$ cat config.mk
export PLATFORM = sky130hd
export DESIGN_NAME = updown_count_sequencer_flat
export DESIGN_NICKNAME = d
export VERILOG_FILES = /design/src/rtl/updown_count_sequencer_pkg.sv /design/src/rtl/updown_count_sequencer_if.sv /design/src/rtl/updown_count_core.sv /design/src/rtl/updown_count_sequencer.sv /design/src/flat_wrapper.sv
export SDC_FILE = /design/constraint.sdc
export NUM_CORES = 1
export LEC_CHECK = 0
export ABC_AREA = 1
export CORE_MARGIN = 1.5
export CORE_UTILIZATION = 43
export DETAILED_ROUTE_END_ITERATION = 6
export GPL_TIMING_DRIVEN = 0
export HOLD_SLACK_MARGIN = 0.06
export PLACE_DENSITY_LB_ADDON = 0.15
export SYNTH_ARGS = -nofsm -noshare
export SYNTH_HDL_FRONTEND = slang
export SYNTH_HIERARCHICAL = 1
export SYNTH_SLANG_ARGS = --single-unit
$ cat constraint.sdc
create_clock -name clk -period 1.5 [get_ports clk]
set_input_delay 0.3 -clock clk [delete_from_list [all_inputs] [get_ports clk]]
set_output_delay 0.3 -clock clk [all_outputs]
set_load 0.03 [all_outputs]
$ cat src/rtl/updown_count_sequencer_pkg.sv
// rtl/updown_count_sequencer_pkg.sv - op encodings and FSM state type for the up/down count sequencer
package updown_seq_pkg;

  localparam logic [1:0] OP_STEP_UP   = 2'b00;
  localparam logic [1:0] OP_STEP_DOWN = 2'b01;
  localparam logic [1:0] OP_LOAD      = 2'b10;
  localparam logic [1:0] OP_BOUNCE    = 2'b11;

  typedef enum logic [1:0] {
    S_IDLE       = 2'd0,
    S_RUN        = 2'd1,
    S_SWEEP_UP   = 2'd2,
    S_SWEEP_DOWN = 2'd3
  } seq_state_e;

endpackage

$ cat src/rtl/updown_count_sequencer_if.sv
// rtl/updown_count_sequencer_if.sv - command handshake and counter status bundle
interface updown_count_sequencer_if #(
  parameter int WIDTH = 4
);

  logic             cmd_valid;
  logic             cmd_ready;
  logic [1:0]       cmd_op;
  logic [WIDTH-1:0] cmd_arg;
  logic [WIDTH-1:0] count;
  logic             dir_up;
  logic             busy;
  logic             done;
  logic             wrap;

  modport master (
    output cmd_valid, cmd_op, cmd_arg,
    input  cmd_ready, count, dir_up, busy, done, wrap
  );

  modport slave (
    input  cmd_valid, cmd_op, cmd_arg,
    output cmd_ready, count, dir_up, busy, done, wrap
  );

endinterface

$ cat src/rtl/updown_count_core.sv
// rtl/updown_count_core.sv - WIDTH-bit up/down counter datapath with load and registered wrap flag
module updown_count_core #(
  parameter int WIDTH = 4
) (
  input  logic             clk,
  input  logic             reset,
  input  logic             en_i,
  input  logic             up_down_i,
  input  logic             load_i,
  input  logic [WIDTH-1:0] load_val_i,
  output logic [WIDTH-1:0] count_o,
  output logic             wrap_o
);

  localparam logic [WIDTH-1:0] CNT_MAX = '1;

  logic [WIDTH-1:0] count_q, count_d;
  logic             wrap_q, wrap_d;

  // load wins over a step; wrap only flags a real +/-1 crossing, never a load
  always_comb begin
    count_d = count_q;
    wrap_d  = 1'b0;
    if (load_i) begin
      count_d = load_val_i;
    end else if (en_i) begin
      if (up_down_i) begin
        count_d = count_q + WIDTH'(1);
        wrap_d  = (count_q == CNT_MAX);
      end else begin
        count_d = count_q - WIDTH'(1);
        wrap_d  = (count_q == '0);
      end
    end
  end

  always_ff @(posedge clk or posedge reset) begin
    if (reset) begin
      count_q <= '0;
      wrap_q  <= 1'b0;
    end else begin
      count_q <= count_d;
      wrap_q  <= wrap_d;
    end
  end

  assign count_o = count_q;
  assign wrap_o  = wrap_q;

endmodule

$ cat src/rtl/updown_count_sequencer.sv
// rtl/updown_count_sequencer.sv - FSM sequencing updown_count_core per command; BOUNCE built only with UDSEQ_BOUNCE_EN
module updown_count_sequencer
  import updown_seq_pkg::*;
#(
  parameter int WIDTH = 4
) (
  input logic                     clk,
  input logic                     reset,
  updown_count_sequencer_if.slave bus
);

  localparam logic [1:0] IDLE       = S_IDLE;
  localparam logic [1:0] RUN        = S_RUN;
`ifdef UDSEQ_BOUNCE_EN
  localparam logic [1:0] SWEEP_UP   = S_SWEEP_UP;
  localparam logic [1:0] SWEEP_DOWN = S_SWEEP_DOWN;
`endif

  logic [1:0]       state_q, state_d;
  logic [WIDTH-1:0] remaining_q, remaining_d;
  logic             dir_q, dir_d;
  logic             done_q, done_d;
`ifdef UDSEQ_BOUNCE_EN
  logic [WIDTH-1:0] limit_q, limit_d;
`endif

  logic             core_en, core_up, core_load;
  logic [WIDTH-1:0] core_count;
  logic             core_wrap;

  updown_count_core #(.WIDTH(WIDTH)) u_core (
    .clk        (clk),
    .reset      (reset),
    .en_i       (core_en),
    .up_down_i  (core_up),
    .load_i     (core_load),
    .load_val_i (bus.cmd_arg),
    .count_o    (core_count),
    .wrap_o     (core_wrap)
  );

  always_comb begin
    state_d     = state_q;
    remaining_d = remaining_q;
    dir_d       = dir_q;
    done_d      = 1'b0;
    core_en     = 1'b0;
    core_up     = dir_q;
    core_load   = 1'b0;
`ifdef UDSEQ_BOUNCE_EN
    limit_d     = limit_q;
`endif
    case (state_q)
      IDLE: begin
        if (bus.cmd_valid) begin
          case (bus.cmd_op)
            OP_LOAD: begin
              core_load = 1'b1;
              done_d    = 1'b1;
            end
            OP_STEP_UP, OP_STEP_DOWN: begin
              if (bus.cmd_arg == '0) begin
                done_d = 1'b1;
              end else begin
                state_d     = RUN;
                remaining_d = bus.cmd_arg;
                dir_d       = (bus.cmd_op == OP_STEP_UP);
              end
            end
            default: begin
`ifdef UDSEQ_BOUNCE_EN
              // at/above the limit the sweep is a plain descent to zero
              if (bus.cmd_arg == '0 && core_count == '0) begin
                done_d = 1'b1;
              end else if (core_count < bus.cmd_arg) begin
                state_d = SWEEP_UP;
                dir_d   = 1'b1;
                limit_d = bus.cmd_arg;
              end else begin
                state_d = SWEEP_DOWN;
                dir_d   = 1'b0;
              end
`else
              done_d = 1'b1;
`endif
            end
          endcase
        end
      end
      RUN: begin
        core_en     = 1'b1;
        core_up     = dir_q;
        remaining_d = remaining_q - WIDTH'(1);
        if (remaining_q == WIDTH'(1)) begin
          state_d = IDLE;
          done_d  = 1'b1;
        end
      end
`ifdef UDSEQ_BOUNCE_EN
      SWEEP_UP: begin
        core_en = 1'b1;
        core_up = 1'b1;
        dir_d   = 1'b1;
        if (core_count == limit_q - WIDTH'(1)) begin
          state_d = SWEEP_DOWN;
        end
      end
      SWEEP_DOWN: begin
        core_en = 1'b1;
        core_up = 1'b0;
        dir_d   = 1'b0;
        if (core_count == WIDTH'(1)) begin
          state_d = IDLE;
          done_d  = 1'b1;
        end
      end
`endif
      default: state_d = IDLE;
    endcase
  end

  always_ff @(posedge clk or posedge reset) begin
    if (reset) begin
      state_q     <= IDLE;
      remaining_q <= '0;
      dir_q       <= 1'b1;
      done_q      <= 1'b0;
`ifdef UDSEQ_BOUNCE_EN
      limit_q     <= '0;
`endif
    end else begin
      state_q     <= state_d;
      remaining_q <= remaining_d;
      dir_q       <= dir_d;
      done_q      <= done_d;
`ifdef UDSEQ_BOUNCE_EN
      limit_q     <= limit_d;
`endif
    end
  end

  assign bus.cmd_ready = (state_q == IDLE);
  assign bus.busy      = (state_q != IDLE);
  assign bus.count     = core_count;
  assign bus.dir_up    = dir_q;
  assign bus.done      = done_q;
  assign bus.wrap      = core_wrap;

endmodule

$ cat src/flat_wrapper.sv
// flat-port wrapper written by rule: the top's interface ports become plain ports
module updown_count_sequencer_flat import updown_seq_pkg::*;
#(
  parameter int WIDTH = 4
)
  (clk, reset, bus_cmd_valid, bus_cmd_op, bus_cmd_arg, bus_cmd_ready, bus_count, bus_dir_up, bus_busy, bus_done, bus_wrap);
  updown_count_sequencer_if #(.WIDTH(WIDTH)) bus_i ();
  input logic clk;
  input logic reset;
  input wire logic [$bits(bus_i.cmd_valid)-1:0] bus_cmd_valid;
  input wire logic [$bits(bus_i.cmd_op)-1:0] bus_cmd_op;
  input wire logic [$bits(bus_i.cmd_arg)-1:0] bus_cmd_arg;
  output wire logic [$bits(bus_i.cmd_ready)-1:0] bus_cmd_ready;
  output wire logic [$bits(bus_i.count)-1:0] bus_count;
  output wire logic [$bits(bus_i.dir_up)-1:0] bus_dir_up;
  output wire logic [$bits(bus_i.busy)-1:0] bus_busy;
  output wire logic [$bits(bus_i.done)-1:0] bus_done;
  output wire logic [$bits(bus_i.wrap)-1:0] bus_wrap;
  assign bus_i.cmd_valid = bus_cmd_valid;
  assign bus_i.cmd_op = bus_cmd_op;
  assign bus_i.cmd_arg = bus_cmd_arg;
  assign bus_cmd_ready = bus_i.cmd_ready;
  assign bus_count = bus_i.count;
  assign bus_dir_up = bus_i.dir_up;
  assign bus_busy = bus_i.busy;
  assign bus_done = bus_i.done;
  assign bus_wrap = bus_i.wrap;
  updown_count_sequencer #(.WIDTH(WIDTH)) u_core (.clk(clk), .reset(reset), .bus(bus_i));
endmodule
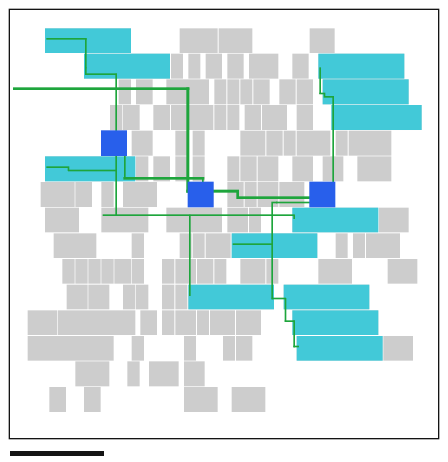
**Above:** run 1 (clock network drawn from the DEF).
Scale bar: 10 um.
[cyan] flip-flops | count: 12
[green] clock wires | length: 164 um
[blue] cells driving clock nets | count: 3
routed clock nets: 4

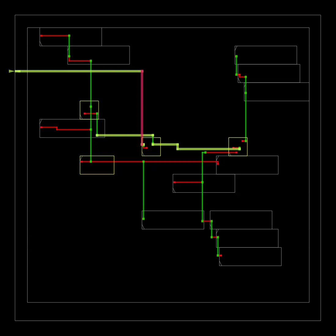
**Above:** run 1 (clock wiring as the flow saved it).
Power Clock: 259 uW
CTS sink count: 12
Final Skew: 6.67 ps
total CTS buffers: 3

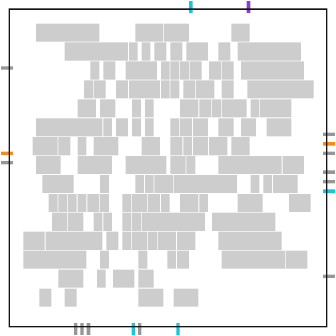
**Above:** run 1 (pin placement).
Pins as bars across the die edge, other pins in gray.
| color | port | pins | direction | edge |
|---|---|---|---|---|
| purple | bus_cmd_ready | 1 | output | top |
| orange | bus_cmd_op | 2 | input | 1 left, 1 right |
| cyan | bus_cmd_arg | 4 | input | 2 bottom, 1 top, 1 right |

==> reports/results.tsv, run 1 <==
stage	metric	value	unit
status	status	finished, final reports clean	
global_route	antenna_found_initial	0	
global_route	grt-busiest-layer	met1	
sta	finalCritPeriodShare	97.7	%
final_layout	lay_top_cells	24 x nand2_1, 12 x nand3_1, 10 x inv_1, 10 x dfrtp_1, 7 x clkdlybuf4s50_1	
yosys	synth-edff-count	0	
pwr	sequentialPower	714	uW
final_layout	fin_util	62.0	%
clock_tree	insertion_delay	280	ps
yosys	area_leaders	dfrtp_1 36%, nand2_1 12%, nand3_1 8.4%	
global_route	grt_use_met3	6.35	%
yosys	mux_area_share	0	%
final_layout	comb_share	42.0	%
clock_tree	post-cts-setup-buffers	2	
final_layout	sh_seq_area	28.6	%
yosys	syn-cell-area	773	um2
yosys	ys_types	24	
pwr	p_leak	0.527	nW
pwr	pg_comb	1.38	mW
yosys	ys_async_sr_fraction	100	%
yosys	avgSynthCellArea	7.66	um2
pwr	p_comb_share	58.6	%
drt	wl	1710	um
worst_setup_path	cp.buffers_inverters	1	
drt	wl_met3	124	um
worst_setup_path	worstSetupEndpointType	output port	
sta	max_freq	683	MHz
yosys	synth_top_cell_by_area	dfrtp_1	
final_layout	clkCellAreaFrac	3.43	%
final_layout	logic_area	444	um2
yosys	yosysWarnings	6	
worst_setup_path	slowest_stage	dfstp_2	
placement	place_hpwl	1280	um
worst_setup_path	critPathCapture	bus_dir_up	
sta	setup_slack	34.8	ps
final_layout	area_delta_synth_final	36.9	%
worst_setup_path	rr_worst_depth	7	
yosys	ys_sh_aoi	9.55	%
global_route	grt_pass1_wl	2660	um
drt	wl_met1	799	um
global_route	track_usage	18.3	%
final_layout	fin_nets	140	
final_layout	drive_above_1_share	24.0	%
worst_setup_path	path_delay_family	flip-flops	
sta	fin_hold_ws	236	ps
pwr	seq_power_share	30.4	%
## Run 2: what changed since run 1
--- a/config.mk
+++ b/config.mk
@@ -5,9 +5,8 @@
 export SDC_FILE = /design/constraint.sdc
 export NUM_CORES = 1
 export LEC_CHECK = 0
-export ABC_AREA = 1
 export CORE_MARGIN = 1.5
-export CORE_UTILIZATION = 43
+export CORE_UTILIZATION = 44
 export DETAILED_ROUTE_END_ITERATION = 6
 export GPL_TIMING_DRIVEN = 0
 export HOLD_SLACK_MARGIN = 0.06
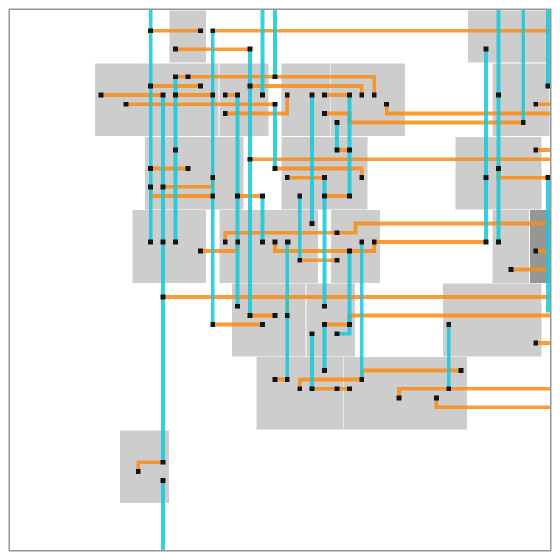
**Above:** run 2 (layout detail).
Window x 1 to 21, y 1 to 21 um. Cells in gray, sequential cells in the stronger gray; small squares are vias.
| color | layer |
|---|---|
| orange | met1 |
| cyan | met2 |
cells with their middle in the window: 19
most frequent: nand3_1 (2), a21oi_1 (2), nor3b_1 (2)
sequential cells in the window: 0

==> reports/results.tsv, run 2 <==
stage	metric	value	unit	change
pwr	p_leak	0.492	nW	was 0.527 nW
sta	setup_violations	1		was 0
status	violations	setup timing		
clock_tree	clk_root_buffer_cell	clkbuf_4		unchanged
drt	vias	725		was 761
yosys	ys_sh_aoi	18.4	%	was 9.55%
worst_setup_path	worstSetupEndpointType	flop		was output port
drt	drc	0		unchanged
clock_tree	cts_tree	yes		unchanged
global_route	grt_use_met3	2.38	%	was 6.35%
global_route	grtUsageMet1	32.1	%	was 26.8%
drt	wl_met1	943	um	was 799 um
final_layout	logic_area	488	um2	was 444 um2
final_layout	fin_util	63.7	%	was 62.0%
sta	fin_worst_skew	6.94	ps	was 6.67 ps
final_layout	sh_seq_area	27.5	%	was 28.6%
global_route	antenna_found_initial	0		unchanged
final_layout	lay_top_cells	10 x dfrtp_1, 8 x o21ai_0, 7 x clkdlybuf4s50_1, 7 x buf_4, 6 x nand2_1		was 24 x nand2_1, 12 x nand3_1, 10 x inv_1, 10 x dfrtp_1, 7 x clkdlybuf4s50_1
pwr	sequentialPower	717	uW	was 714 uW
drt	routed.top_layer	met4		unchanged
drt	wl_met3	68	um	was 124 um
yosys	yosysWarnings	6		unchanged
pwr	p_clk	260	uW	was 259 uW
floorplan	taps	25		unchanged
worst_setup_path	critPathCapture	u_core/u_core/count_o[3]		was bus_dir_up
global_route	grt-busiest-layer	met1		unchanged
yosys	avgSynthCellArea	9.78	um2	was 7.66 um2
worst_setup_path	cp.buffers_inverters	0		was 1
pwr	p_comb_share	58.5	%	was 58.6%
yosys	area_leaders	dfrtp_1 34%, ha_1 6.2%, o21ai_0 5.0%		was dfrtp_1 36%, nand2_1 12%, nand3_1 8.4%
pwr	internal-power	1.32	mW	was 1.21 mW
sta	fin_hold_ws	247	ps	was 236 ps
worst_setup_path	cp_slowest_stage_delay	460	ps	was 580 ps
yosys	syn-cell-area	802	um2	was 773 um2
clock_tree	post-cts-setup-buffers	3		was 2
worst_setup_path	path_delay_family	simple AND/OR/NAND/NOR gates		was flip-flops
global_route	track_usage	21.0	%	was 18.3%
yosys	ys_types	39		was 24
drt	wl_met2	884	um	was 774 um
floorplan	fp_util	46.4	%	was 45.3%
final_layout	comb_share	44.4	%	was 42.0%
clock_tree	insertion_delay	270	ps	was 280 ps
global_route	grt_pass1_wl	3100	um	was 2660 um
yosys	synth_top_cell_by_area	dfrtp_1		unchanged
final_layout	area_delta_synth_final	37.1	%	was 36.9%
floorplan	core-area	1730	um2	was 1710 um2
worst_setup_path	r2r_slack	-270	ps	was 40 ps
sta	max_freq	564	MHz	was 683 MHz
final_layout	fin_nets	124		was 140
final_layout	drive_above_1_share	25.7	%	was 24.0%
final_layout	clkCellAreaFrac	3.30	%	was 3.43%
sta	setup_slack	-273	ps	was 34.8 ps
worst_setup_path	slowest_stage	or4b_1		was dfstp_2
final_layout	logic_gates	62		was 74
global_route	grt_overflow_total	0		unchanged
yosys	mux_area_share	3.74	%	was 0%
sta	finalCritPeriodShare	118	%	was 97.7%
pwr	pg_comb	1.38	mW	about the same
clock_tree	cts.sinks	12		unchanged
yosys	synth-edff-count	0		unchanged
status	status	complete, but fails checks		was finished, final reports clean
yosys	ys_async_sr_fraction	100	%	unchanged
clock_tree	cts_buffers	3		unchanged
global_route	grt_max_degree	11		unchanged
pwr	seq_power_share	30.4	%	about the same
placement	place_hpwl	1380	um	was 1280 um
yosys	ys_ff	12		unchanged
drt	wl	1910	um	was 1710 um
worst_setup_path	rr_worst_depth	5		was 7
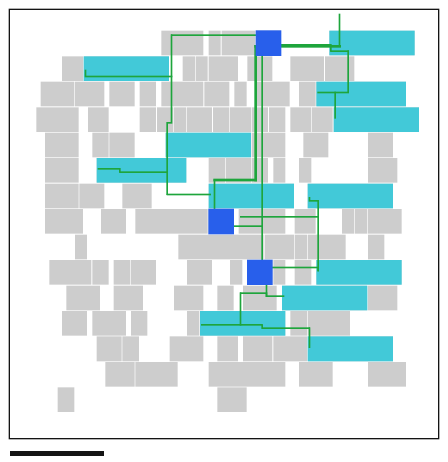
**Above:** run 2 (clock network drawn from the DEF).
Scale bar: 10 um.
[blue] cells driving clock nets | count: 3
[green] clock wires | length: 178 um
[cyan] flip-flops | count: 12
routed clock nets: 4

Power and IR drop assume default switching activity.
